===== src/rtl/iter_shift_unit_pkg.sv =====
// Shared encodings and default sizes for the iterative shift unit.
package shift_pkg;

  localparam int unsigned DEF_WIDTH = 32;
  localparam int unsigned DEF_SHW   = 5;

  typedef enum logic [1:0] {
    OP_SLL  = 2'b00,
    OP_SRL  = 2'b01,
    OP_SRA  = 2'b10,
    OP_ROTR = 2'b11
  } op_e;

  typedef enum logic [1:0] {
    S_IDLE  = 2'b00,
    S_SHIFT = 2'b01,
    S_DONE  = 2'b10
  } state_e;

endpackage


===== src/rtl/iter_shift_unit_step.sv =====
// One-bit shift step selected by the latched op.
// SHIFT_ROTR_EN adds rotate-right for op=11; otherwise op=11 falls back to SLL.
module shift_step
  import shift_pkg::*;
#(
  parameter int unsigned WIDTH = DEF_WIDTH
) (
  input  op_e              op,
  input  logic [WIDTH-1:0] data,
  output logic [WIDTH-1:0] next
);

  always_comb begin
    next = {data[WIDTH-2:0], 1'b0};
    case (op)
      OP_SRL:  next = {1'b0, data[WIDTH-1:1]};
      OP_SRA:  next = {data[WIDTH-1], data[WIDTH-1:1]};
`ifdef SHIFT_ROTR_EN
      OP_ROTR: next = {data[0], data[WIDTH-1:1]};
`endif
      default: next = {data[WIDTH-2:0], 1'b0};
    endcase
  end

endmodule


===== src/rtl/iter_shift_unit.sv =====
// Multi-cycle shifter: one bit per cycle under a start/busy/done handshake.
// Optional macro SHIFT_ROTR_EN enables rotate-right on op=11.
module iter_shift_unit
  import shift_pkg::*;
#(
  parameter int unsigned WIDTH = DEF_WIDTH,
  parameter int unsigned SHW   = DEF_SHW
) (
  input  logic             clk,
  input  logic             rst,
  input  logic             start,
  input  logic [1:0]       op,
  input  logic [WIDTH-1:0] data_in,
  input  logic [31:0]      shamt_in,
  output logic             busy,
  output logic             done,
  output logic [WIDTH-1:0] result
);

  state_e           state;
  op_e              op_r;
  logic [SHW-1:0]   cnt;
  logic [SHW-1:0]   amt;
  logic [WIDTH-1:0] step_val;
  logic             unused_shamt_hi;

  assign amt             = shamt_in[SHW-1:0];
  assign unused_shamt_hi = ^shamt_in[31:SHW];

  shift_step #(.WIDTH(WIDTH)) u_step (
    .op   (op_r),
    .data (result),
    .next (step_val)
  );

  // busy/done are updated alongside state so they equal its decode, registered.
  always_ff @(posedge clk or posedge rst) begin
    if (rst) begin
      state  <= S_IDLE;
      op_r   <= OP_SLL;
      cnt    <= '0;
      result <= '0;
      busy   <= 1'b0;
      done   <= 1'b0;
    end else begin
      case (state)
        S_IDLE: begin
          if (start) begin
            result <= data_in;
            op_r   <= op_e'(op);
            cnt    <= amt;
            busy   <= 1'b1;
            if (amt == '0) begin
              state <= S_DONE;
              done  <= 1'b1;
            end else begin
              state <= S_SHIFT;
            end
          end
        end
        S_SHIFT: begin
          result <= step_val;
          cnt    <= cnt - SHW'(1);
          if (cnt == SHW'(1)) begin
            state <= S_DONE;
            done  <= 1'b1;
          end
        end
        S_DONE: begin
          state <= S_IDLE;
          busy  <= 1'b0;
          done  <= 1'b0;
        end
        default: begin
          state <= S_IDLE;
          busy  <= 1'b0;
          done  <= 1'b0;
        end
      endcase
    end
  end

endmodule


===== config.mk =====
export PLATFORM = sky130hd
export DESIGN_NAME = iter_shift_unit
export DESIGN_NICKNAME = d
export VERILOG_FILES = /design/src/rtl/iter_shift_unit_pkg.sv /design/src/rtl/iter_shift_unit_step.sv /design/src/rtl/iter_shift_unit.sv
export SDC_FILE = /design/constraint.sdc
export NUM_CORES = 1
export LEC_CHECK = 0
export CAP_MARGIN = 5
export CELL_PAD_IN_SITES_DETAIL_PLACEMENT = 0
export CELL_PAD_IN_SITES_GLOBAL_PLACEMENT = 1
export CORE_AREA = 4 4 88 90
export CTS_BUF_LIST = sky130_fd_sc_hd__clkbuf_8
export DETAILED_ROUTE_END_ITERATION = 10
export DIE_AREA = 0 0 92 94
export GPL_TIMING_DRIVEN = 0
export PLACE_DENSITY_LB_ADDON = 0.25
export SKIP_LAST_GASP = 1
export SLEW_MARGIN = 10
export SYNTH_ARGS = -nofsm -noshare
export SYNTH_HDL_FRONTEND = slang
export SYNTH_SLANG_ARGS = --single-unit
export TNS_END_PERCENT = 20

===== constraint.sdc =====
create_clock -name clk -period 4.68 [get_ports clk]
set_input_delay 0.702 -clock clk [delete_from_list [all_inputs] [get_ports clk]]
set_output_delay 0.702 -clock clk [all_outputs]
set_load 0.02 [all_outputs]

Figure 1. Sequential cells grouped by signal name.
Other sequential cells in the stronger gray, the rest of the logic in the fainter gray.
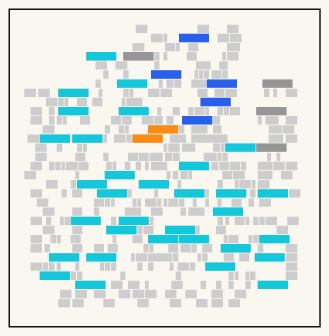
Key: cyan = `result` [sequential cells 32]; blue = `cnt` [sequential cells 5, where north]; orange = `state` [sequential cells 2]
Another 4 sequential cells are not colored.

Figure 2. Signal wires on met3.
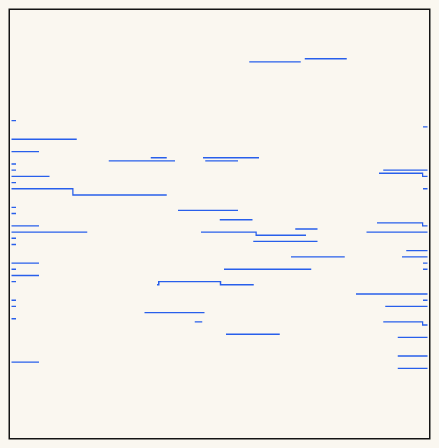
54 nets have wire on it. The layer carries 419 µm of wire. The wires run mostly horizontal.

==> summary.txt <==
yosys + openroad results -> status finished clean, total wire length 7070 µm, Critical-path top delay cell clkdlybuf4s50_1, HP Class flip-flop to flip-flop, final HPWL from detailed placement 5140 µm, Setup Buffers After CTS 0, Cell Type Count 34, peak supply drop 0.290 mV, Min Clock Period, post-route 2.07 ns, I/O Buffers 75, Final nets 405, CTS HTree Levels 2, number of flip-flops in the largest register 32, skew final 0.00802 ns, post-layout period usage 0.443, CP peak stage delay 0.65 ns, critical path class flip-flop to output port, clock-pin slew on the worst setup and hold paths 0.08 ns, Top Registers result x32, cnt x5, Mapped Area 2310 µm², later-pin clock latency in the skew report 0.29 ns, post-route antenna net violation count 0, GRT busiest layer met2, CTS tree built, Static Leak 1.30 nW, Worst EP arrival 1.37 ns, #FFs+latches synth 43, Synth top cell by count o21ai_1, met1 usage 0.236, cell taking the most area after synthesis dfrtp_1, chip area 8650 µm², RSZ-0062 raised after global routing no
Figure 3. Metal layers overlaid.
Only two layers are drawn.
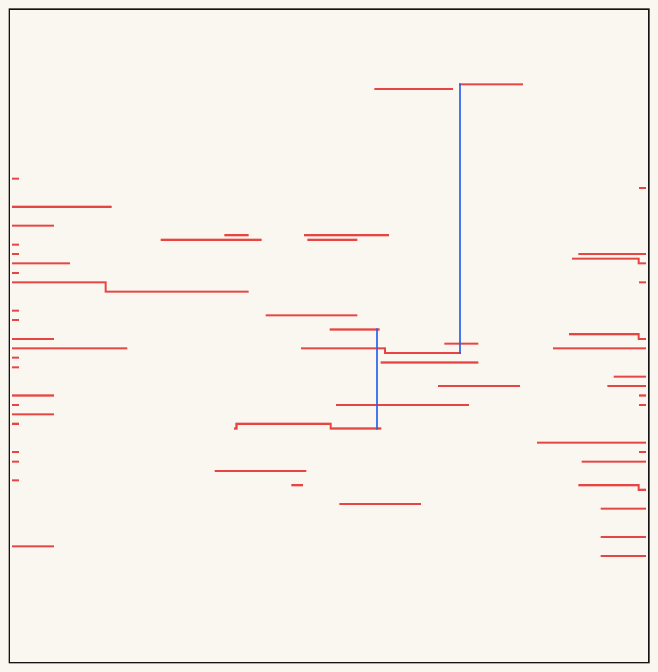
Key: blue = met4 [wire length 53.0 µm]; red = met3 [wire length 419 µm]

Figure 4. Pin placement.
Pins as bars across the die edge, other pins in gray.
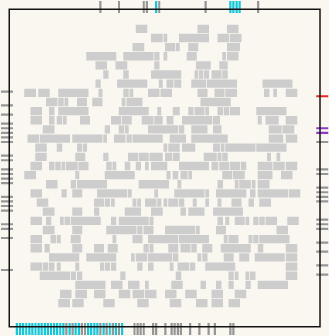
Key: red = `busy` [pins 1, direction output, edge east]; purple = `op` [pins 2, direction input, edge east]; cyan = `shamt_in` [pins 32, direction input, edge 27 south, 5 north]
All pins by edge: 52 south, 22 west, 17 east, 12 north.

-- path summary, 6_finish.rpt --
check | cells past startpoint | start | endpoint | slack (ns)
max in group asynchronous | 3 | rst | cnt[1] | 3.44
max | 1 | result[2] | result[2] | 2.61
max reg2reg | 6 | op_r[0] | result[29] | 2.81
min in group asynchronous | 2 | rst | result[23] | 0.74
min | 2 | busy | busy | 0.51
min reg2reg | 2 | busy | busy | 0.51
-- layout make-up --
cell class              count  area share
flip-flops and latches     43       0.326
clock buffers               5      0.0208
well taps                  99      0.0375
clock inverters             2      0.0102
inverters                   9      0.0102
repair buffers             76       0.233
multi-input cells         175       0.330
plain buffers              21      0.0322
-- kinds of logic (layout without fill, tap and decap cells) --
| family | count (synthesis) | in the layout | share of synthesized area |
|---|---|---|---|
| AOI/OAI and AO/OA | 116 | 116 | 0.334 |
| adders and majority gates | 5 | 5 | 0.0271 |
| DFF | 43 | 43 | 0.466 |
| buffers and inverters | 30 | 113 | 0.0607 |
| and+or+nand+nor | 52 | 52 | 0.102 |
| muxes | 2 | 2 | 0.00976 |
-- power breakdown --
| group | switching, mW | internal [mW] |
|---|---|---|
| clock | 0.127 | 0.154 |
| sequential | 0.207 | 0.570 |
| combinational | 0.904 | 0.707 |
| total | 1.24 | 1.43 |
-- through the flow --
stage / std cells / util / power, mW / setup slack (ns) / cell area (µm²)
after floorplan: 248 / - / 1.77 / 2.98 / 2310
after global placement: 422 / 0.451 / 2.38 / 1.94 / 3180
after detailed placement: 423 / 0.454 / 2.41 / 2.26 / 3200
after CTS: 430 / 0.468 / 2.69 / 2.57 / 3310
after global routing: 430 / 0.468 / 2.90 / 2.40 / 3310
final: 430 / 0.468 / 2.67 / 2.61 / 3310
Power figures rest on the tool's default switching activity, not on a simulated workload.
